gate_families.png
Scale: 2 px per micron.
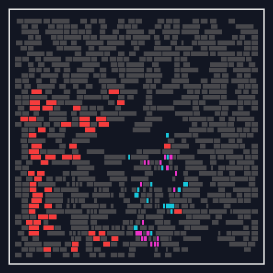
final_congestion.png
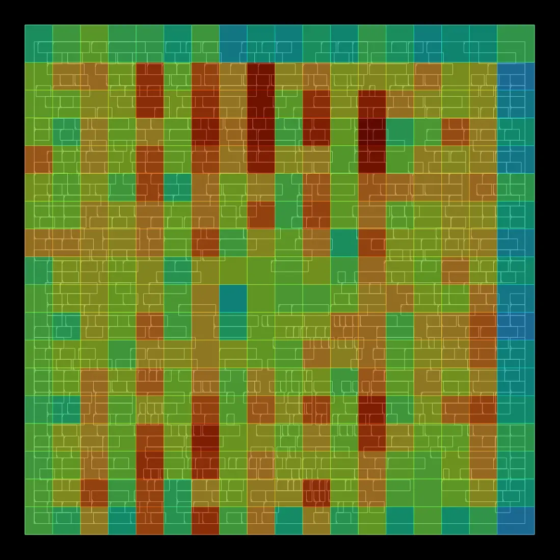
==> src/rtl/mem_arb_pkg.sv <==
// Shared types and defaults for the memory port arbiter and its helpers.
package mem_arb_pkg;

    typedef enum logic [1:0] {
        IDLE    = 2'd0,
        BUSY_IF = 2'd1,
        BUSY_D  = 2'd2,
        RESP    = 2'd3
    } arb_state_t;

    typedef enum logic [1:0] {
        GNT_NONE = 2'd0,
        GNT_IF   = 2'd1,
        GNT_D    = 2'd2
    } grant_t;

    localparam int DEF_STARVE_LIMIT = 4;
    localparam int DEF_TIMEOUT      = 64;

endpackage

==> src/rtl/arb_timeout_timer.sv <==
// Busy-cycle watchdog: counts enabled cycles since the last clear and flags
// the TIMEOUT-th one. Saturates there so a stuck enable cannot wrap.
module arb_timeout_timer #(
    parameter int TIMEOUT = 64
) (
    input  logic clk,
    input  logic rst,
    input  logic clear,
    input  logic enable,
    output logic expired
);

    localparam int W = (TIMEOUT > 2) ? $clog2(TIMEOUT) : 1;
    localparam logic [W-1:0] LAST = W'(TIMEOUT - 1);

    logic [W-1:0] cnt;

    always_ff @(posedge clk or negedge rst) begin
        if (!rst) begin
            cnt <= '0;
        end else if (clear) begin
            cnt <= '0;
        end else if (enable && !expired) begin
            cnt <= cnt + 1'b1;
        end
    end

    assign expired = (cnt == LAST);

endmodule

==> src/rtl/mem_port_arbiter.sv <==
// Shares one variable-latency memory between fetch (read-only) and data
// requesters: data priority with anti-starvation, fetch kill, access timeout.
module mem_port_arbiter
    import mem_arb_pkg::*;
#(
    parameter int STARVE_LIMIT = DEF_STARVE_LIMIT,
    parameter int TIMEOUT      = DEF_TIMEOUT,
    parameter int AW           = 32,
    parameter int DW           = 32
) (
    input  logic          clk,
    input  logic          rst,
    input  logic          if_req,
    input  logic [AW-1:0] if_addr,
    input  logic          if_kill,
    output logic          if_ack,
    output logic [DW-1:0] if_rdata,
    output logic          if_err,
    input  logic          d_req,
    input  logic          d_we,
    input  logic [AW-1:0] d_addr,
    input  logic [DW-1:0] d_wdata,
    output logic          d_ack,
    output logic [DW-1:0] d_rdata,
    output logic          d_err,
    output logic          mem_req,
    output logic          mem_we,
    output logic [AW-1:0] mem_addr,
    output logic [DW-1:0] mem_wdata,
    input  logic          mem_ack,
    input  logic [DW-1:0] mem_rdata,
    output arb_state_t    dbg_state
);

    localparam int SW = $clog2(STARVE_LIMIT + 1);
    localparam logic [SW-1:0] STARVE_MAX = SW'(STARVE_LIMIT);

    arb_state_t    state_q, state_d;
    grant_t        gnt;
    logic [SW-1:0] starve_q, starve_d;
    logic          kill_q, kill_d;
    logic          busy, expired, done;

    logic          mem_req_d, mem_we_d, if_ack_d, if_err_d, d_ack_d, d_err_d;
    logic [AW-1:0] mem_addr_d;
    logic [DW-1:0] mem_wdata_d, if_rdata_d, d_rdata_d;

    assign busy      = (state_q == BUSY_IF) || (state_q == BUSY_D);
    assign done      = busy && (mem_ack || expired);
    assign dbg_state = state_q;

    arb_timeout_timer #(.TIMEOUT(TIMEOUT)) u_timer (
        .clk     (clk),
        .rst     (rst),
        .clear   (!busy),
        .enable  (busy),
        .expired (expired)
    );

    // Data wins unless the fetch side has already lost STARVE_LIMIT times.
    always_comb begin
        gnt = GNT_NONE;
        if (d_req && !(if_req && starve_q == STARVE_MAX)) begin
            gnt = GNT_D;
        end else if (if_req && !if_kill) begin
            gnt = GNT_IF;
        end
    end

    always_ff @(posedge clk or negedge rst) begin
        if (!rst) begin
            state_q   <= IDLE;
            starve_q  <= '0;
            kill_q    <= 1'b0;
            mem_req   <= 1'b0;
            mem_we    <= 1'b0;
            mem_addr  <= '0;
            mem_wdata <= '0;
            if_ack    <= 1'b0;
            if_err    <= 1'b0;
            if_rdata  <= '0;
            d_ack     <= 1'b0;
            d_err     <= 1'b0;
            d_rdata   <= '0;
        end else begin
            state_q   <= state_d;
            starve_q  <= starve_d;
            kill_q    <= kill_d;
            mem_req   <= mem_req_d;
            mem_we    <= mem_we_d;
            mem_addr  <= mem_addr_d;
            mem_wdata <= mem_wdata_d;
            if_ack    <= if_ack_d;
            if_err    <= if_err_d;
            if_rdata  <= if_rdata_d;
            d_ack     <= d_ack_d;
            d_err     <= d_err_d;
            d_rdata   <= d_rdata_d;
        end
    end

    always_comb begin
        state_d = state_q;
        case (state_q)
            IDLE: begin
                if (gnt == GNT_D) begin
                    state_d = BUSY_D;
                end else if (gnt == GNT_IF) begin
                    state_d = BUSY_IF;
                end
            end
            BUSY_IF, BUSY_D: begin
                if (done) begin
                    state_d = RESP;
                end
            end
            default: state_d = IDLE;
        endcase
    end

    // Next values of the registered outputs; acks are computed on the edge
    // entering RESP so they are visible for exactly the RESP cycle.
    always_comb begin
        starve_d    = starve_q;
        kill_d      = kill_q;
        mem_req_d   = mem_req;
        mem_we_d    = mem_we;
        mem_addr_d  = mem_addr;
        mem_wdata_d = mem_wdata;
        if_ack_d    = 1'b0;
        if_err_d    = 1'b0;
        if_rdata_d  = if_rdata;
        d_ack_d     = 1'b0;
        d_err_d     = 1'b0;
        d_rdata_d   = d_rdata;
        case (state_q)
            IDLE: begin
                if (!if_req) begin
                    starve_d = '0;
                end
                if (gnt == GNT_D) begin
                    mem_req_d   = 1'b1;
                    mem_we_d    = d_we;
                    mem_addr_d  = d_addr;
                    mem_wdata_d = d_wdata;
                    if (if_req && starve_q != STARVE_MAX) begin
                        starve_d = starve_q + 1'b1;
                    end
                end else if (gnt == GNT_IF) begin
                    mem_req_d   = 1'b1;
                    mem_we_d    = 1'b0;
                    mem_addr_d  = if_addr;
                    mem_wdata_d = '0;
                    starve_d    = '0;
                end
            end
            BUSY_IF, BUSY_D: begin
                if (state_q == BUSY_IF && if_kill) begin
                    kill_d = 1'b1;
                end
                if (done) begin
                    mem_req_d = 1'b0;
                    if (state_q == BUSY_D) begin
                        d_ack_d   = 1'b1;
                        d_err_d   = !mem_ack;
                        d_rdata_d = mem_ack ? mem_rdata : '0;
                    end else if (!(kill_q || if_kill)) begin
                        if_ack_d   = 1'b1;
                        if_err_d   = !mem_ack;
                        if_rdata_d = mem_ack ? mem_rdata : '0;
                    end
                end
            end
            default: begin
                kill_d = 1'b0;
            end
        endcase
    end

endmodule
==> config.mk <==
export PLATFORM = sky130hd
export DESIGN_NAME = mem_port_arbiter
export DESIGN_NICKNAME = d
export VERILOG_FILES = /design/src/rtl/mem_arb_pkg.sv /design/src/rtl/arb_timeout_timer.sv /design/src/rtl/mem_port_arbiter.sv
export SDC_FILE = /design/constraint.sdc
export NUM_CORES = 1
export LEC_CHECK = 0
export CORE_MARGIN = 2
export CORE_UTILIZATION = 40
export DETAILED_ROUTE_END_ITERATION = 10
export GPL_ROUTABILITY_DRIVEN = 1
export PLACE_DENSITY_LB_ADDON = 0.08
export REMOVE_ABC_BUFFERS = 1
export SYNTH_ARGS = -nofsm -noshare
export SYNTH_HDL_FRONTEND = slang
export SYNTH_SLANG_ARGS = --single-unit
==> constraint.sdc <==
create_clock -name clk -period 2.7 [get_ports clk]
set_input_delay 0.27 -clock clk [delete_from_list [all_inputs] [get_ports clk]]
set_output_delay 0.27 -clock clk [all_outputs]
set_load 0.05 [all_outputs]
==> CHANGELOG.md <==
## Implementation

* Status: completed
* Reg-to-Reg Start: starve_q[1]
* DP Cell Count at 873
* Initial DRC Count at 261
* Clk pwr share at around 18%
* CP max-delay cell: dfrtp_1
* Worst-path cell chain: inv_1, ha_1, nand3_2, and2_4, buf_4, mux2_4, mux2_4
* Antenna cell count at 0
* Cell taking the most area after synthesis: dfrtp_1
* Synth top cell by count: dfrtp_1
* Worst stage delay on the critical path at between 0.4 and 0.5 ns
* Port bufs at between 200 and 300
* Signal arrival time at the worst endpoint at 2.47 ns
* Dominant cell area share at between 60% and 70%
* Post-route setup slack at about 0.53 ns
* Post-synthesis sequential area ratio at 60.80%
* Buf+Inv Stages, Crit Path at 2
* Placed Area at approximately 0.009 sq mm
* Reg clk slew, reported paths at approximately 0.060 ns
* Worst path depth at 7
* Synth warnings at 0
* Netlist Area Pre-Place at approximately 0.006 sq mm
* Flop-to-flop setup slack at between 0.5 and 0.6 ns
* Die area at between 0.015 and 0.02 sq mm
* Synthesized area per cell at ~14 sq um
* Total grt overflow at 0
* XORs/XNORs by Area at less than 1%
* Uppermost layer routed: met4
* Largest cells by area: dfrtp_1 61%, a22o_1 14%, mux2_4 6.0%
* Distinct lib cells at 38
* CTS root buf: clkbuf_16
* Area delta synth->final at 58.03%
* Post-Synth AOI/OAI Area at 19.01%
* Most frequent cell on the critical path: mux2_4
* Vias per Instance at between 5 and 6
* Metal-1 WL at just under 7 mm
* Mux cell area share at a little under an eighth
* Sequential Power Share at 27.2%
* Sw Ratio at about 45%
* NumNets Final at ~850
* Fin crit period at ~2.2 ns
* Via count at roughly 4700
* Synth Register Bits at ~150
* EDFF count, synth at 0
* Post-synth top cells: 146 x dfrtp_1, 98 x a22o_1, 32 x o21ai_0, 24 x mux2_4, 17 x mux2_2
* Pwr Density at about 1400 mW/mm^2
* Worst hold slack at slightly above 0.4 ns
* CP delay by family, top: multiplexers
* Setup violators final at 0
* Layout Skew at just over 0.007 ns
* Power, Total at ~0.014 W
* Combinational power share at between 50% and 60%
* Wirelength per Cell at between 15 and 20 microns
* Ys flop type: dfrtp_1
* MaxCap Viol Count at 0
* # hold bufs at CTS at 1
* Adder-cell share of the synthesized area at approximately 1.5%
* DRC at 0
* FP Util at between 40 and 50%
* Post-route ant nets at 0
* Slew margin rel. at roughly two fifths
* CTS tree: yes
* R2R depth at 7
* Initial antenna violation count at 0
* Metal2 WL at 8.352 mm
* Layout cells sized above 1 at 11.98%
* Total GRT Usage at 21.81%
* Die Ht at 126.6 microns
* CTS Buffer Depth at 2
* Std-Cell Rows at between 40 and 50
* Synthesized instance count at between 400 and 500
* Fin crit share at around four fifths
* R2R Path End: mem_addr[29]
* P_int at between 0.007 and 0.008 W
* Routed WL at between 15 and 20 mm
Back to the opening pictures, gate_families.png:
magenta -> NAND gates  # cells 18, where bottom middle
cyan -> NOR gates  # cells 15
red -> multiplexers  # cells 54
most instantiated logic cell after routing: clkdlybuf4s50_1
Layout Cells excl Fill: 902
logic share of the area: 22.57%

Back to the opening pictures, final_congestion.png:
met1 usage: 25.80%
GR peak layer: met2
met2 usage: 35.80%

layout make-up:
| type | count | area (sq um) |
|---|---|---|
| Fill cell | 1084 | 5092 |
| Sequential cell | 146 | 3654 |
| Timing Repair Buffer | 284 | 2849 |
| Multi-Input combinational cell | 251 | 2143 |
| Clock buffer | 22 | 454.2 |
| Tap cell | 184 | 230.2 |
| Clock inverter | 6 | 132.6 |
| Inverter | 9 | 33.78 |
power by group through the flow:
stage	sequential [W]	clock (W)	combinational (W)
after floorplan	0.00684	0	0.00164
after global placement	0.00369	0	0.00749
after detailed placement	0.00370	0	0.00756
after CTS	0.00369	0.00243	0.00759
after global routing	0.00381	0.00253	0.00787
final	0.00369	0.00238	0.00752
Power figures rest on the tool's default switching activity, not on a simulated workload.
